==> config.mk <==
export PLATFORM = sky130hd
export DESIGN_NAME = d_fifo_drain_arbiter_flat
export DESIGN_NICKNAME = d
export VERILOG_FILES = /design/src/rtl/drain_pkg.sv /design/src/rtl/d_fifo_drain_arbiter_if.sv /design/src/rtl/out_buf2.sv /design/src/rtl/d_fifo_drain_arbiter.sv /design/src/flat_wrapper.sv
export SDC_FILE = /design/constraint.sdc
export NUM_CORES = 1
export LEC_CHECK = 0
export CORE_MARGIN = 4
export CORE_UTILIZATION = 40
export CTS_CLUSTER_SIZE = 12
export DETAILED_ROUTE_END_ITERATION = 8
export GPL_TIMING_DRIVEN = 1
export PLACE_DENSITY = 0.66
export RECOVER_POWER = 50
export SLEW_MARGIN = 20
export SYNTH_ARGS = -nofsm -noshare
export SYNTH_HDL_FRONTEND = slang
export SYNTH_SLANG_ARGS = --single-unit
==> constraint.sdc <==
create_clock -name clk -period 3.32 [get_ports clk]
set_clock_uncertainty 0.2 [all_clocks]
set_input_delay 0.996 -clock clk [delete_from_list [all_inputs] [get_ports clk]]
set_output_delay 0.996 -clock clk [all_outputs]
set_load 0.02 [all_outputs]
==> src/rtl/drain_pkg.sv <==
// Shared types for the FIFO drain arbiter: FSM encoding, source tags, buffer entry.
package drain_pkg;

  typedef enum logic [1:0] {
    ST_IDLE  = 2'b00,
    ST_RUN   = 2'b01,
    ST_DRAIN = 2'b10
  } state_e;

  localparam logic SRC_D0 = 1'b0;
  localparam logic SRC_D1 = 1'b1;

  localparam int DATA_W = 6;

  typedef struct packed {
    logic              src;
    logic [DATA_W-1:0] data;
  } buf_entry_t;

endpackage

==> src/rtl/d_fifo_drain_arbiter_if.sv <==
// Handshake bundle between the D0/D1 FIFOs, the arbiter and the downstream sink.
// DRAIN_COUNT_EN adds the per-source retire counters cnt_D0/cnt_D1.
interface d_fifo_drain_arbiter_if #(
  parameter int data_width = 6
);
  logic                  active_in;
  logic                  empty_D0;
  logic                  empty_D1;
  logic [data_width-1:0] data_in_D0;
  logic [data_width-1:0] data_in_D1;
  logic                  ready_out;
  logic                  D0_pop;
  logic                  D1_pop;
  logic [data_width-1:0] data_out;
  logic                  valid_out;
  logic                  src_out;
  logic                  idle_out;
`ifdef DRAIN_COUNT_EN
  logic [7:0]            cnt_D0;
  logic [7:0]            cnt_D1;

  modport slave (
    input  active_in, empty_D0, empty_D1, data_in_D0, data_in_D1, ready_out,
    output D0_pop, D1_pop, data_out, valid_out, src_out, idle_out, cnt_D0, cnt_D1
  );
  modport master (
    output active_in, empty_D0, empty_D1, data_in_D0, data_in_D1, ready_out,
    input  D0_pop, D1_pop, data_out, valid_out, src_out, idle_out, cnt_D0, cnt_D1
  );
`else
  modport slave (
    input  active_in, empty_D0, empty_D1, data_in_D0, data_in_D1, ready_out,
    output D0_pop, D1_pop, data_out, valid_out, src_out, idle_out
  );
  modport master (
    output active_in, empty_D0, empty_D1, data_in_D0, data_in_D1, ready_out,
    input  D0_pop, D1_pop, data_out, valid_out, src_out, idle_out
  );
`endif
endinterface

==> src/rtl/out_buf2.sv <==
// Two-entry FIFO holding captured words until downstream accepts them.
// Caller guarantees no push when full and no pop when empty.
module out_buf2 import drain_pkg::*; #(
  parameter type entry_t = buf_entry_t
) (
  input  logic       clk,
  input  logic       reset,
  input  logic       push,
  input  entry_t     push_dat,
  input  logic       pop,
  output entry_t     head_dat,
  output logic [1:0] occ
);

  entry_t     mem_q [2];
  entry_t     mem_d [2];
  logic       wr_ptr_q, wr_ptr_d;
  logic       rd_ptr_q, rd_ptr_d;
  logic [1:0] occ_q, occ_d;

  always_comb begin
    mem_d    = mem_q;
    wr_ptr_d = wr_ptr_q;
    rd_ptr_d = rd_ptr_q;
    occ_d    = occ_q;
    if (push) begin
      mem_d[wr_ptr_q] = push_dat;
      wr_ptr_d        = ~wr_ptr_q;
    end
    if (pop) begin
      rd_ptr_d = ~rd_ptr_q;
    end
    case ({push, pop})
      2'b10:   occ_d = occ_q + 2'd1;
      2'b01:   occ_d = occ_q - 2'd1;
      default: occ_d = occ_q;
    endcase
  end

  always_ff @(posedge clk) begin
    if (reset) begin
      mem_q[0] <= '0;
      mem_q[1] <= '0;
      wr_ptr_q <= 1'b0;
      rd_ptr_q <= 1'b0;
      occ_q    <= 2'd0;
    end else begin
      mem_q    <= mem_d;
      wr_ptr_q <= wr_ptr_d;
      rd_ptr_q <= rd_ptr_d;
      occ_q    <= occ_d;
    end
  end

  assign head_dat = mem_q[rd_ptr_q];
  assign occ      = occ_q;

endmodule

==> src/rtl/d_fifo_drain_arbiter.sv <==
// Round-robin drain of FIFOs D0/D1 into one valid/ready stream via a 2-entry buffer.
// Optional DRAIN_COUNT_EN adds 8-bit wrapping counters of words retired per source.
module d_fifo_drain_arbiter import drain_pkg::*; #(
  parameter int data_width = 6,
  parameter int BUF_DEPTH  = 2
) (
  input  logic                    clk,
  input  logic                    reset,
  d_fifo_drain_arbiter_if.slave   bus
);

  typedef struct packed {
    logic                  src;
    logic [data_width-1:0] data;
  } entry_t;

  localparam logic [2:0] DEPTH = 3'(BUF_DEPTH);

  state_e     state_q, state_d;
  logic       last_grant_q, last_grant_d;
  logic       infl_vld_q, infl_vld_d;
  logic       infl_src_q, infl_src_d;
  logic       pop_vld, pop_src, room, retire;
  logic [1:0] occ;
  entry_t     push_dat, head_dat;

  always_ff @(posedge clk) begin
    if (reset) begin
      state_q      <= ST_IDLE;
      last_grant_q <= SRC_D1;
      infl_vld_q   <= 1'b0;
      infl_src_q   <= SRC_D0;
    end else begin
      state_q      <= state_d;
      last_grant_q <= last_grant_d;
      infl_vld_q   <= infl_vld_d;
      infl_src_q   <= infl_src_d;
    end
  end

  always_comb begin
    state_d      = state_q;
    last_grant_d = pop_vld ? pop_src : last_grant_q;
    infl_vld_d   = pop_vld;
    infl_src_d   = pop_src;
    case (state_q)
      ST_IDLE:  if (bus.active_in) state_d = ST_RUN;
      ST_RUN:   if (!bus.active_in) state_d = ST_DRAIN;
      ST_DRAIN: begin
        if (bus.active_in)                   state_d = ST_RUN;
        else if (occ == 2'd0 && !infl_vld_q) state_d = ST_IDLE;
      end
      default:  state_d = ST_IDLE;
    endcase
  end

  // A slot retiring this cycle counts as free; otherwise the 2-entry buffer
  // could only sustain one word every other cycle.
  always_comb begin
    pop_vld = 1'b0;
    pop_src = SRC_D0;
    room    = ({1'b0, occ} + {2'b00, infl_vld_q} - {2'b00, retire}) < DEPTH;
    if (state_q == ST_RUN && room) begin
      if (!bus.empty_D0 && !bus.empty_D1) begin
        pop_vld = 1'b1;
        pop_src = ~last_grant_q;
      end else if (!bus.empty_D0) begin
        pop_vld = 1'b1;
        pop_src = SRC_D0;
      end else if (!bus.empty_D1) begin
        pop_vld = 1'b1;
        pop_src = SRC_D1;
      end
    end
    bus.D0_pop   = pop_vld && (pop_src == SRC_D0);
    bus.D1_pop   = pop_vld && (pop_src == SRC_D1);
    bus.idle_out = (state_q == ST_IDLE);
  end

  always_comb begin
    push_dat.src  = infl_src_q;
    push_dat.data = (infl_src_q == SRC_D1) ? bus.data_in_D1 : bus.data_in_D0;
  end

  assign retire = (occ != 2'd0) && bus.ready_out;

  out_buf2 #(.entry_t(entry_t)) u_buf (
    .clk      (clk),
    .reset    (reset),
    .push     (infl_vld_q),
    .push_dat (push_dat),
    .pop      (retire),
    .head_dat (head_dat),
    .occ      (occ)
  );

  assign bus.valid_out = (occ != 2'd0);
  assign bus.data_out  = head_dat.data;
  assign bus.src_out   = head_dat.src;

`ifdef DRAIN_COUNT_EN
  logic [7:0] cnt_d0_q, cnt_d0_d;
  logic [7:0] cnt_d1_q, cnt_d1_d;

  always_comb begin
    cnt_d0_d = cnt_d0_q;
    cnt_d1_d = cnt_d1_q;
    if (retire) begin
      if (head_dat.src == SRC_D0) cnt_d0_d = cnt_d0_q + 8'd1;
      else                        cnt_d1_d = cnt_d1_q + 8'd1;
    end
  end

  always_ff @(posedge clk) begin
    if (reset) begin
      cnt_d0_q <= 8'd0;
      cnt_d1_q <= 8'd0;
    end else begin
      cnt_d0_q <= cnt_d0_d;
      cnt_d1_q <= cnt_d1_d;
    end
  end

  assign bus.cnt_D0 = cnt_d0_q;
  assign bus.cnt_D1 = cnt_d1_q;
`endif

endmodule
==> src/flat_wrapper.sv <==
// flat-port wrapper written by rule: the top's interface ports become plain ports
module d_fifo_drain_arbiter_flat import drain_pkg::*;
#(
  parameter int data_width = 6,
  parameter int BUF_DEPTH  = 2
)
  (clk, reset, bus_active_in, bus_empty_D0, bus_empty_D1, bus_data_in_D0, bus_data_in_D1, bus_ready_out, bus_D0_pop, bus_D1_pop, bus_data_out, bus_valid_out, bus_src_out, bus_idle_out);
  d_fifo_drain_arbiter_if #(.data_width(data_width)) bus_i ();
  input  logic clk;
  input  logic reset;
  input wire logic [$bits(bus_i.active_in)-1:0] bus_active_in;
  input wire logic [$bits(bus_i.empty_D0)-1:0] bus_empty_D0;
  input wire logic [$bits(bus_i.empty_D1)-1:0] bus_empty_D1;
  input wire logic [$bits(bus_i.data_in_D0)-1:0] bus_data_in_D0;
  input wire logic [$bits(bus_i.data_in_D1)-1:0] bus_data_in_D1;
  input wire logic [$bits(bus_i.ready_out)-1:0] bus_ready_out;
  output wire logic [$bits(bus_i.D0_pop)-1:0] bus_D0_pop;
  output wire logic [$bits(bus_i.D1_pop)-1:0] bus_D1_pop;
  output wire logic [$bits(bus_i.data_out)-1:0] bus_data_out;
  output wire logic [$bits(bus_i.valid_out)-1:0] bus_valid_out;
  output wire logic [$bits(bus_i.src_out)-1:0] bus_src_out;
  output wire logic [$bits(bus_i.idle_out)-1:0] bus_idle_out;
  assign bus_i.active_in = bus_active_in;
  assign bus_i.empty_D0 = bus_empty_D0;
  assign bus_i.empty_D1 = bus_empty_D1;
  assign bus_i.data_in_D0 = bus_data_in_D0;
  assign bus_i.data_in_D1 = bus_data_in_D1;
  assign bus_i.ready_out = bus_ready_out;
  assign bus_D0_pop = bus_i.D0_pop;
  assign bus_D1_pop = bus_i.D1_pop;
  assign bus_data_out = bus_i.data_out;
  assign bus_valid_out = bus_i.valid_out;
  assign bus_src_out = bus_i.src_out;
  assign bus_idle_out = bus_i.idle_out;
  d_fifo_drain_arbiter #(.data_width(data_width), .BUF_DEPTH(BUF_DEPTH)) u_core (.clk(clk), .reset(reset), .bus(bus_i));
endmodule
**Run 1: the metal 1 layer**

Supply wires on this layer in gray.
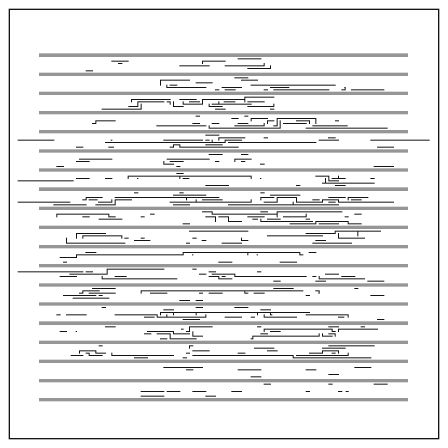
share of all routed wire: 43%
wire length on this layer: 1020 um
main direction: horizontal
longest straight run: 23.0 um

**Run 1: metal 2**

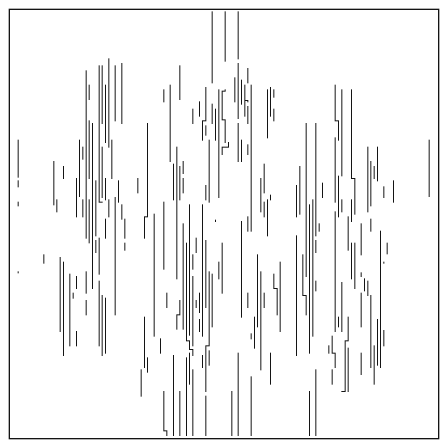
share of all routed wire: 52%
wire length on this layer: 1220 um
nets with wire on the layer: 143

==> impl_metrics.py, run 1 <==
# Generated from Yosys and OpenROAD reports
metrics = {
    "die": {
        "fp_util_pct": 43.5,
        "ioPinCount": 29,
        "die_x_um": 60.8,
        "tap_cells": 30,
        "chip_area_um2": 3700,
    },
    "pwr": {
        "pg_seq_uw": 291,
        "sw_frac_of_total_pct": 24.4,
        "power_frac_clock_pct": 24.1,
        "p_int_uw": 384,
        "powerComb_uw": 94.5,
    },
    "worst_hold_path": {
        "hp-start": "u_core.u_buf.mem_q[5]",
        "hold_depth": 2,
        "min_path_type": "register to register",
    },
    "routing": {
        "wl_met3_um": 115,
        "dr.pass1.iters": 4,
        "wirelength_um": 2380,
        "maxUsedRoutingLayer": "met4",
        "dr.first_iter.drc_count": 26,
    },
    "timing": {
        "post-route-min-period_ns": 3.47,
        "setup_viol": 2,
        "worst_slack_ns": -0.154,
        "relSlewSlack_pct": 68.8,
        "setup_tns_ns": -0.307,
    },
    "yosys": {
        "largest_area_cell": "dfxtp_1",
        "fa_ha_area_share_pct": 1.79,
        "postSynthCellCount": 116,
        "synthAoiAreaFrac_pct": 13.0,
        "synth_seq_share_pct": 41.3,
        "common_cells": "23 x dfxtp_1, 13 x nor2_1, 10 x nand2_1, 8 x mux2i_1, 8 x o21ai_0",
    },
    "layout": {
        "nFillCells": 247,
        "synthToLayoutAreaGrowth_pct": 37.4,
        "nets": 172,
        "seqAreaFraction_pct": 30.0,
        "flop-count": 23,
    },
    "setup_path": {
        "criticalPathCategory": "input port to primary output",
        "path_max_fanout": 3,
        "cp_cell_sequence": "buf_8 > xor2_1 > nand2_1 > fa_2 > xnor2_4 > nand3_4 > nor3_4 > buf_6",
        "crit_end": "bus_D0_pop",
        "cp.depth": 8,
    },
    "clock_tree": {
        "cts_buffers": 3,
        "worstSkewPairLatency_ns": 0.30,
    },
    "grt": {
        "grt_usage_pct": 14.3,
        "antenna_found_initial": 0,
        "grt_pass1_wl_um": 3960,
        "grtUsageMet1_pct": 16.1,
    },
    "place": {
        "dp_cells": 176,
        "place_ws_ns": -1.20,
    },
    "status": {
        "status": "finished, violations left",
        "violations": "setup timing",
    },
}
**Run 1: M3 wires**

Scale bar: 20 um.
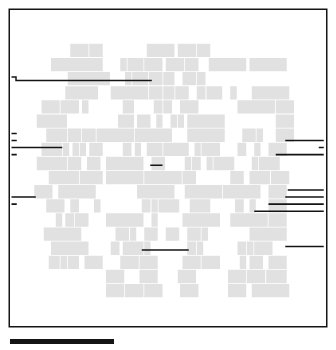
nets with wire on the layer: 16
longest straight run: 26.0 um

**Run 1: selected gate families**

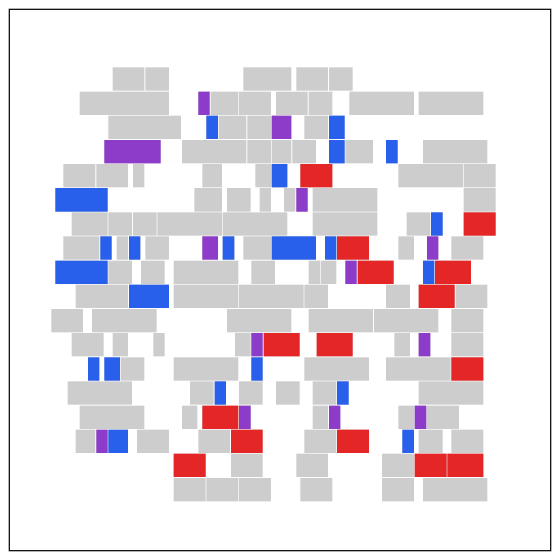

## Run 2: what changed since run 1
==> constraint.sdc (replaced) <==
create_clock -name clk -period 3.6 [get_ports clk]
set_clock_uncertainty 0.2 [all_clocks]
set_input_delay 1.08 -clock clk [delete_from_list [all_inputs] [get_ports clk]]
set_output_delay 1.08 -clock clk [all_outputs]
set_load 0.02 [all_outputs]
**Run 2: selected gate families**

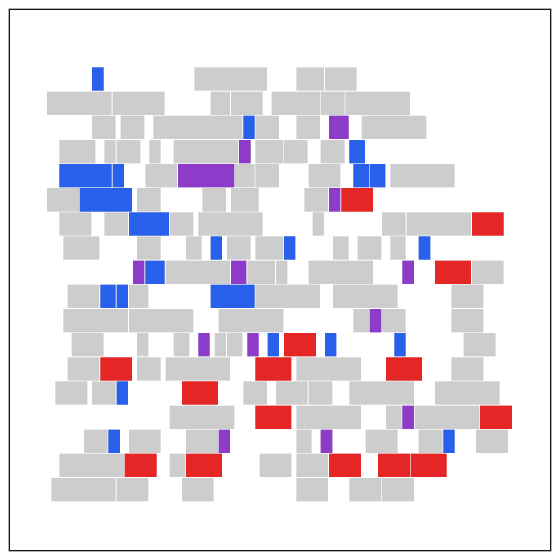
legend:
  purple:
    family: nand cells
    cells: 13
  blue:
    family: nor cells
    cells: 22
  red:
    family: mux cells
    cells: 15

**Run 2: metal 2**

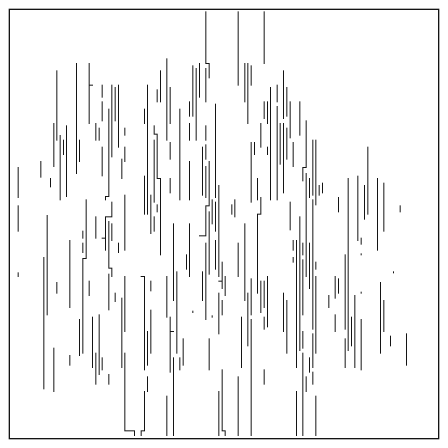
wire length on this layer: 1230 um
longest straight run: 24.5 um
WL final: 2420 um
Vias: 933

==> run 2 against run 1 <==
Effect of this change: the run still ends with setup timing left; count of clock-buffer cells in the layout unchanged; register-to-register slack better by 0.23 ns; die size unchanged; power down 6.4%; critical path type unchanged.
==> impl_metrics.py, run 2 <==
# Generated from Yosys and OpenROAD reports
metrics = {
    "status": {
        "status": "finished, violations left",
        "violations": "setup timing",
    },
    "timing": {
        "worst_slack_ns": -0.0523,
        "setup_viol": 2,
        "relSlewSlack_pct": 67.9,
        "setup_tns_ns": -0.104,
    },
    "yosys": {
        "synth_seq_share_pct": 41.3,
        "synthAoiAreaFrac_pct": 13.0,
        "common_cells": "23 x dfxtp_1, 13 x nor2_1, 10 x nand2_1, 8 x mux2i_1, 8 x o21ai_0",
    },
    "routing": {
        "dr.pass1.iters": 4,
        "dr.first_iter.drc_count": 7,
    },
    "die": {
        "die_x_um": 60.8,
        "ioPinCount": 29,
        "fp_util_pct": 43.5,
    },
    "worst_hold_path": {
        "hp-start": "u_core.u_buf.mem_q[3]",
        "min_path_type": "register to register",
    },
    "grt": {
        "grtUsageMet1_pct": 16.7,
    },
    "pwr": {
        "p_int_uw": 355,
        "powerComb_uw": 88.3,
    },
    "layout": {
        "nets": 174,
    },
    "clock_tree": {
        "worstSkewPairLatency_ns": 0.31,
    },
    "setup_path": {
        "path_max_fanout": 3,
        "cp.depth": 8,
    },
}
No activity file was given, so power comes from the tool's default toggle rates.
